sizes.png
Scale bar: 100 um.
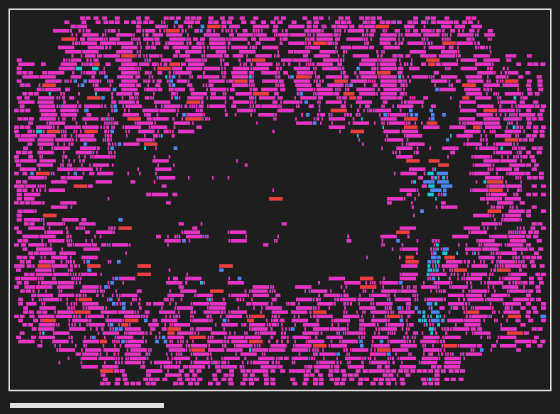
layer_met2.png
Cells faint in the background.
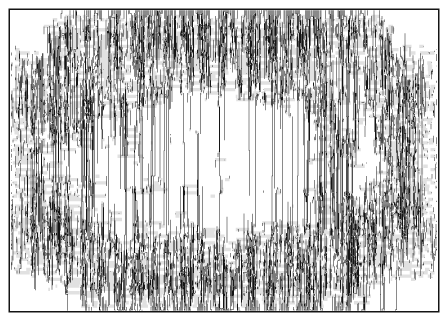
wires.png
Two of the layers only.
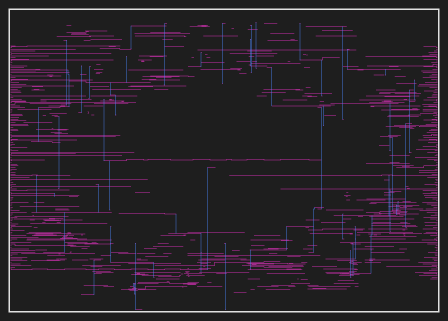
clocks.png
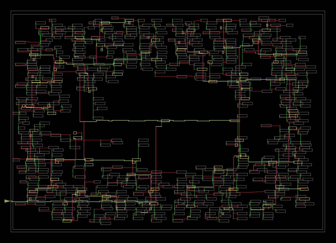
File: config.mk
export PLATFORM = sky130hd
export DESIGN_NAME = axi4_lite_regbank_flat
export DESIGN_NICKNAME = d
export VERILOG_FILES = /design/src/rtl/axi4_lite_regbank_if.sv /design/src/rtl/axi4_lite_regbank.sv /design/src/flat_wrapper.sv
export SDC_FILE = /design/constraint.sdc
export NUM_CORES = 1
export LEC_CHECK = 0
export ABC_AREA = 1
export CAP_MARGIN = 20
export CORE_ASPECT_RATIO = 0.7
export CORE_MARGIN = 2
export CORE_UTILIZATION = 30
export DETAILED_ROUTE_END_ITERATION = 7
export SKIP_LAST_GASP = 1
export SYNTH_ARGS = -nofsm -noshare
export SYNTH_HDL_FRONTEND = slang
export SYNTH_SLANG_ARGS = --single-unit
File: constraint.sdc
create_clock -name ACLK -period 4.4 [get_ports ACLK]
set_input_delay 0.66 -clock ACLK [delete_from_list [all_inputs] [get_ports ACLK]]
set_output_delay 0.66 -clock ACLK [all_outputs]
set_load 0.01 [all_outputs]
File: src/rtl/axi4_lite_regbank_if.sv
// AXI4-Lite bus bundle between one initiator (master) and one responder (slave).
// Ports (by channel):
//   AW: AWADDR, AWPROT, AWVALID -> ; <- AWREADY
//   W : WDATA, WSTRB, WVALID    -> ; <- WREADY
//   B : <- BRESP, BVALID        ; BREADY ->
//   AR: ARADDR, ARPROT, ARVALID -> ; <- ARREADY
//   R : <- RDATA, RRESP, RVALID ; RREADY ->
// Clock and reset are not part of the bundle; they stay plain module ports.
interface axi4_lite_regbank_if #(
    parameter int N_BYTES    = 4,
    parameter int ADDR_WIDTH = 12
);
    logic [ADDR_WIDTH-1:0]  AWADDR;
    logic [2:0]             AWPROT;
    logic                   AWVALID;
    logic                   AWREADY;
    logic [8*N_BYTES-1:0]   WDATA;
    logic [N_BYTES-1:0]     WSTRB;
    logic                   WVALID;
    logic                   WREADY;
    logic [1:0]             BRESP;
    logic                   BVALID;
    logic                   BREADY;
    logic [ADDR_WIDTH-1:0]  ARADDR;
    logic [2:0]             ARPROT;
    logic                   ARVALID;
    logic                   ARREADY;
    logic [8*N_BYTES-1:0]   RDATA;
    logic [1:0]             RRESP;
    logic                   RVALID;
    logic                   RREADY;

    modport master (
        output AWADDR, AWPROT, AWVALID, WDATA, WSTRB, WVALID, BREADY,
               ARADDR, ARPROT, ARVALID, RREADY,
        input  AWREADY, WREADY, BRESP, BVALID, ARREADY, RDATA, RRESP, RVALID
    );

    modport slave (
        input  AWADDR, AWPROT, AWVALID, WDATA, WSTRB, WVALID, BREADY,
               ARADDR, ARPROT, ARVALID, RREADY,
        output AWREADY, WREADY, BRESP, BVALID, ARREADY, RDATA, RRESP, RVALID
    );
endinterface

File: src/rtl/axi4_lite_regbank.sv
// AXI4-Lite responder exposing N_REGS read/write registers of 8*N_BYTES bits.
// Write address and data are accepted independently in any order, byte
// strobes are honoured, and every response is held until the initiator takes it.
// Ports:
//   ACLK       - clock, all logic on the rising edge
//   ARESET     - synchronous reset, active-high
//   bus        - AXI4-Lite slave modport (AW, W, B, AR, R channels)
//   regs_o     - register contents, register k at [k*8*N_BYTES +: 8*N_BYTES]
//   wr_pulse_o - bit k high for the single cycle in which register k updates
// Optional feature macro: AXI4_LITE_REGBANK_SLVERR_EN
//   defined   - out-of-range accesses answer SLVERR (2'b10)
//   undefined - out-of-range accesses answer OKAY (2'b00)
// Out-of-range writes never change a register; out-of-range reads return 0.
module axi4_lite_regbank #(
    parameter int N_BYTES    = 4,
    parameter int ADDR_WIDTH = 12,
    parameter int N_REGS     = 16
) (
    input  logic                        ACLK,
    input  logic                        ARESET,
    axi4_lite_regbank_if.slave          bus,
    output logic [N_REGS*8*N_BYTES-1:0] regs_o,
    output logic [N_REGS-1:0]           wr_pulse_o
);
    localparam int DW  = 8 * N_BYTES;
    localparam int LSB = $clog2(N_BYTES);
    localparam int IW  = ADDR_WIDTH - LSB;
    localparam logic [1:0] RESP_OKAY = 2'b00;
`ifdef AXI4_LITE_REGBANK_SLVERR_EN
    localparam logic [1:0] RESP_OOR = 2'b10;
`else
    localparam logic [1:0] RESP_OOR = 2'b00;
`endif

    typedef enum logic {W_IDLE, W_RESP} w_state_t;
    typedef enum logic {R_IDLE, R_RESP} r_state_t;

    w_state_t w_state, w_state_nxt;
    r_state_t r_state, r_state_nxt;

    logic          up;
    logic          aw_got, w_got;
    logic [IW-1:0] aw_idx;
    logic [DW-1:0] w_data;
    logic [N_BYTES-1:0] w_strb;
    logic [DW-1:0] regs [N_REGS];
    logic [1:0]    bresp, rresp;
    logic [DW-1:0] rdata;
    logic [DW-1:0] rd_val;
    logic [IW-1:0] ar_idx;
    logic          aw_ready, w_ready, ar_ready;
    logic          aw_hs, w_hs, ar_hs, commit;
    logic          aw_in_range, ar_in_range;
    logic          unused_bits;

    // Protection bits and sub-word address bits carry no meaning here.
    assign unused_bits = ^{bus.AWPROT, bus.ARPROT, bus.AWADDR[LSB-1:0], bus.ARADDR[LSB-1:0]};

    assign ar_idx      = bus.ARADDR[ADDR_WIDTH-1:LSB];
    assign aw_in_range = 32'(aw_idx) < 32'(N_REGS);
    assign ar_in_range = 32'(ar_idx) < 32'(N_REGS);

    assign aw_hs = aw_ready && bus.AWVALID;
    assign w_hs  = w_ready  && bus.WVALID;
    assign ar_hs = ar_ready && bus.ARVALID;

    assign bus.AWREADY = aw_ready;
    assign bus.WREADY  = w_ready;
    assign bus.ARREADY = ar_ready;
    assign bus.BRESP   = bresp;
    assign bus.RRESP   = rresp;
    assign bus.RDATA   = rdata;

    // Next-state and handshake outputs; READYs come from registered state only.
    always_comb begin
        w_state_nxt = w_state;
        r_state_nxt = r_state;
        aw_ready    = up && (w_state == W_IDLE) && !aw_got;
        w_ready     = up && (w_state == W_IDLE) && !w_got;
        ar_ready    = up && (r_state == R_IDLE);
        bus.BVALID  = (w_state == W_RESP);
        bus.RVALID  = (r_state == R_RESP);
        commit      = (w_state == W_IDLE) && aw_got && w_got;
        unique case (w_state)
            W_IDLE: if (commit) w_state_nxt = W_RESP;
            W_RESP: if (bus.BREADY) w_state_nxt = W_IDLE;
            default: w_state_nxt = W_IDLE;
        endcase
        unique case (r_state)
            R_IDLE: if (ar_hs) r_state_nxt = R_RESP;
            R_RESP: if (bus.RREADY) r_state_nxt = R_IDLE;
            default: r_state_nxt = R_IDLE;
        endcase
    end

    // Read mux: an index matching no register yields 0.
    always_comb begin
        rd_val = '0;
        for (int k = 0; k < N_REGS; k++) begin
            if (32'(ar_idx) == 32'(k)) rd_val = regs[k];
        end
    end

    always_comb begin
        regs_o = '0;
        for (int k = 0; k < N_REGS; k++) regs_o[k*DW +: DW] = regs[k];
    end

    // Control state: FSMs, hold flags and the post-reset enable.
    always_ff @(posedge ACLK) begin
        if (ARESET) begin
            up      <= 1'b0;
            w_state <= W_IDLE;
            r_state <= R_IDLE;
            aw_got  <= 1'b0;
            w_got   <= 1'b0;
        end else begin
            up      <= 1'b1;
            w_state <= w_state_nxt;
            r_state <= r_state_nxt;
            if (commit) begin
                aw_got <= 1'b0;
                w_got  <= 1'b0;
            end else begin
                if (aw_hs) aw_got <= 1'b1;
                if (w_hs)  w_got  <= 1'b1;
            end
        end
    end

    // Latched AW/W payloads; only meaningful while the matching flag is set.
    always_ff @(posedge ACLK) begin
        if (aw_hs) aw_idx <= bus.AWADDR[ADDR_WIDTH-1:LSB];
        if (w_hs) begin
            w_data <= bus.WDATA;
            w_strb <= bus.WSTRB;
        end
    end

    // Register bank, write pulses and response payloads.
    always_ff @(posedge ACLK) begin
        if (ARESET) begin
            for (int k = 0; k < N_REGS; k++) regs[k] <= '0;
            wr_pulse_o <= '0;
            bresp      <= RESP_OKAY;
            rresp      <= RESP_OKAY;
            rdata      <= '0;
        end else begin
            wr_pulse_o <= '0;
            if (commit) begin
                for (int k = 0; k < N_REGS; k++) begin
                    if (32'(aw_idx) == 32'(k)) begin
                        wr_pulse_o[k] <= 1'b1;
                        for (int i = 0; i < N_BYTES; i++) begin
                            if (w_strb[i]) regs[k][8*i +: 8] <= w_data[8*i +: 8];
                        end
                    end
                end
                bresp <= aw_in_range ? RESP_OKAY : RESP_OOR;
            end
            // Nonblocking read of regs returns the value before a same-edge write.
            if (ar_hs) begin
                rdata <= rd_val;
                rresp <= ar_in_range ? RESP_OKAY : RESP_OOR;
            end
        end
    end
endmodule
File: src/flat_wrapper.sv
// flat-port wrapper written by rule: the top's interface ports become plain ports
module axi4_lite_regbank_flat 
#(
    parameter int N_BYTES    = 4,
    parameter int ADDR_WIDTH = 12,
    parameter int N_REGS     = 16
)
  (ACLK, ARESET, regs_o, wr_pulse_o, bus_AWADDR, bus_AWPROT, bus_AWVALID, bus_WDATA, bus_WSTRB, bus_WVALID, bus_BREADY, bus_ARADDR, bus_ARPROT, bus_ARVALID, bus_RREADY, bus_AWREADY, bus_WREADY, bus_BRESP, bus_BVALID, bus_ARREADY, bus_RDATA, bus_RRESP, bus_RVALID);
  axi4_lite_regbank_if #(.N_BYTES(N_BYTES), .ADDR_WIDTH(ADDR_WIDTH)) bus_i ();
  input  logic ACLK;
  input  logic ARESET;
  output logic [N_REGS*8*N_BYTES-1:0] regs_o;
  output logic [N_REGS-1:0] wr_pulse_o;
  input wire logic [$bits(bus_i.AWADDR)-1:0] bus_AWADDR;
  input wire logic [$bits(bus_i.AWPROT)-1:0] bus_AWPROT;
  input wire logic [$bits(bus_i.AWVALID)-1:0] bus_AWVALID;
  input wire logic [$bits(bus_i.WDATA)-1:0] bus_WDATA;
  input wire logic [$bits(bus_i.WSTRB)-1:0] bus_WSTRB;
  input wire logic [$bits(bus_i.WVALID)-1:0] bus_WVALID;
  input wire logic [$bits(bus_i.BREADY)-1:0] bus_BREADY;
  input wire logic [$bits(bus_i.ARADDR)-1:0] bus_ARADDR;
  input wire logic [$bits(bus_i.ARPROT)-1:0] bus_ARPROT;
  input wire logic [$bits(bus_i.ARVALID)-1:0] bus_ARVALID;
  input wire logic [$bits(bus_i.RREADY)-1:0] bus_RREADY;
  output wire logic [$bits(bus_i.AWREADY)-1:0] bus_AWREADY;
  output wire logic [$bits(bus_i.WREADY)-1:0] bus_WREADY;
  output wire logic [$bits(bus_i.BRESP)-1:0] bus_BRESP;
  output wire logic [$bits(bus_i.BVALID)-1:0] bus_BVALID;
  output wire logic [$bits(bus_i.ARREADY)-1:0] bus_ARREADY;
  output wire logic [$bits(bus_i.RDATA)-1:0] bus_RDATA;
  output wire logic [$bits(bus_i.RRESP)-1:0] bus_RRESP;
  output wire logic [$bits(bus_i.RVALID)-1:0] bus_RVALID;
  assign bus_i.AWADDR = bus_AWADDR;
  assign bus_i.AWPROT = bus_AWPROT;
  assign bus_i.AWVALID = bus_AWVALID;
  assign bus_i.WDATA = bus_WDATA;
  assign bus_i.WSTRB = bus_WSTRB;
  assign bus_i.WVALID = bus_WVALID;
  assign bus_i.BREADY = bus_BREADY;
  assign bus_i.ARADDR = bus_ARADDR;
  assign bus_i.ARPROT = bus_ARPROT;
  assign bus_i.ARVALID = bus_ARVALID;
  assign bus_i.RREADY = bus_RREADY;
  assign bus_AWREADY = bus_i.AWREADY;
  assign bus_WREADY = bus_i.WREADY;
  assign bus_BRESP = bus_i.BRESP;
  assign bus_BVALID = bus_i.BVALID;
  assign bus_ARREADY = bus_i.ARREADY;
  assign bus_RDATA = bus_i.RDATA;
  assign bus_RRESP = bus_i.RRESP;
  assign bus_RVALID = bus_i.RVALID;
  axi4_lite_regbank #(.N_BYTES(N_BYTES), .ADDR_WIDTH(ADDR_WIDTH), .N_REGS(N_REGS)) u_core (.ACLK(ACLK), .ARESET(ARESET), .bus(bus_i), .regs_o(regs_o), .wr_pulse_o(wr_pulse_o));
endmodule
==> impl_metrics.env <==
# implementation run metrics
export IMPL_stdcell_area_sq_mm=0.0351
export IMPL_grt_setup_unrepaired="false"
export IMPL_critPathLaunchType="flip-flop"
export IMPL_grt_max_degree=56
export IMPL_fin_ws_ns=0.951
export IMPL_area_leaders="edfxtp_1 67%, nand2_1 8.0%, nor2_1 7.7%"
export IMPL_fin_util=0.425
export IMPL_h_tree_depth=2
export IMPL_floorplan_core_util=0.304
export IMPL_slowest_stage="nor4_2"
export IMPL_die_w_um=350
export IMPL_fin_hold_ws_ns=0.467
export IMPL_synth_edff_count=558
export IMPL_crit_chain="nor4_2, inv_1, nor4_1, inv_1, nor2_1, nand2_1, nand2_1"
export IMPL_avgSynthCellArea_sq_um=10.8
export IMPL_syn_to_final_growth_pct=40.0
export IMPL_cts_setup_buffers=0
export IMPL_status="finished clean"
export IMPL_pin_count=642
export IMPL_syn_cell_area_sq_mm=0.0251
export IMPL_synth_chip_area_sq_mm=0.0251
export IMPL_cts_tree="yes"
export IMPL_cts_resized=0
export IMPL_port_buffers=627
export IMPL_multiInputGateArea_sq_mm=0.00616
export IMPL_p_leak_nw=13.1
export IMPL_core_area_sq_mm=0.0826
export IMPL_synthDistinctLibCells=33
export IMPL_min_path_type="flip-flop to flip-flop"
export IMPL_critPathBufInv=2
export IMPL_drt_first_pass_iters=6
export IMPL_async_reset_ff_frac=0
export IMPL_p_per_area_mw_per_mm2=378
export IMPL_via_per_inst=5.00
export IMPL_antenna_found_initial=4
export IMPL_die_h_um=246
export IMPL_critPathMaxFanout=9
export IMPL_worst_slew_pin_slew_ns=1.11
export IMPL_clk_path_buf_depth=3
export IMPL_nNetsFinal=3076
export IMPL_wire_per_inst_um=26.3
export IMPL_synth_most_common_cell="edfxtp_1"
export IMPL_yosysTopAreaCellShare=0.668
export IMPL_common_cells="558 x edfxtp_1, 536 x nand2_1, 518 x nor2_1, 169 x inv_1, 90 x nand3_1"
export IMPL_drt_iter0_markers=2422
export IMPL_lay_top_count="clkdlybuf4s50_1"
export IMPL_drv_slew=0
export IMPL_synth_flops=611
export IMPL_clk_pin_slew_worst_paths_ns=0.06
export IMPL_vias=20700
export IMPL_cts_hold_repair_buffers=0
export IMPL_grt_overflow_total=0
export IMPL_hold_viol_final=0
export IMPL_warning_count=36
export IMPL_cp_required_ns=4.68
export IMPL_maxCapViolCount=0
export IMPL_die_area_sq_mm=0.0860
export IMPL_pre_cts_ws_ns=0.616
export IMPL_ys_seq_frac=0.710
export IMPL_grt_pass1_vias=19700
export IMPL_cp_arrival_ns=3.73
export IMPL_drc=0
export IMPL_flop_area_sq_mm=0.0178
export IMPL_finalClockPeriodUsage=0.784
export IMPL_crit_type="flip-flop to flip-flop"
About sizes.png:
Red stands for _6 and larger, cells 86, share 2.8%, most used clkbuf_16. Blue stands for _3 and _4 cells, cells 98, share 3.2%, most used buf_4. Magenta stands for _0 and _1 cells, cells 2808, share 92%, most used clkdlybuf4s50_1. Cyan stands for _2 cells, cells 59, share 1.9%, most used inv_2.

About layer_met2.png:
The layer carries 50.2 mm of wire. 2575 nets have wire on it.

About wires.png:
Magenta stands for metal 3, wire length 11200 um. Blue stands for metal 4, wire length 1840 um.

About clocks.png:
clkbuf count: 79
Layout Skew: 0.0292 ns
Num CTS Buffers: 60

==> path summary, 6_finish.rpt <==
check | start | endpoint | slack [ns] | cells past startpoint
setup reg to reg | u_core.aw_idx[5] | u_core.regs[0][232] | 0.95 | 7
hold reg to reg | u_core.bus.RDATA[10] | u_core.bus.RDATA[10] | 0.47 | 2
hold / removal | u_core.bus.RDATA[10] | u_core.bus.RDATA[10] | 0.47 | 2
setup / recovery | u_core.aw_idx[5] | u_core.regs[0][232] | 0.95 | 7
==> state kept, by name, indices dropped and copies added (netlist names), 4 cells and up <==
register / cells
u_core.bus.RDATA: 32
u_core.aw_idx: 10
u_core.w_data: 32
u_core.wr_pulse_o: 16
u_core.regs: 512
u_core.w_strb: 4
==> final cells by class <==
type / count / area share
well taps: 1080 / 0.0385
repair buffers: 713 / 0.199
clock inverters: 31 / 0.0108
multi-input cells: 1427 / 0.175
clock buffers: 79 / 0.0483
diodes: 2 / 0.000142
inverters: 190 / 0.0204
flip-flops and latches: 611 / 0.507
==> where the power goes <==
| part | leakage (nW) | switching (W) | internal (W) |
|---|---|---|---|
| registers | 6.10 | 0.000167 | 0.00658 |
| clock network | 1.01 | 0.00234 | 0.00317 |
| logic | 5.96 | 0.000582 | 0.000441 |
| total | 13.1 | 0.00309 | 0.0102 |
==> per-layer routing <==
layer / GRT usage / wire length, um
met2: 0.394 / 50200
met4: 0.0467 / 1840
met5: 0 / 11
met3: 0.0566 / 11200
met1: 0.342 / 45600
==> worst reg2reg max path: cells and delay by family (launching register included) <==
kind | cells | cell delay, ns
and+or+nand+nor | 5 | 2.32
DFF | 1 | 0.40
buffers and inverters | 2 | 0.37
==> cells by family after synthesis <==
family          Yosys count  synth area share
flops                   611             0.710
buf+inv                 288            0.0462
simple gates           1293             0.217
compound gates          130            0.0263
other cells               1          0.000149
Power is estimated from default activity; no workload was simulated.
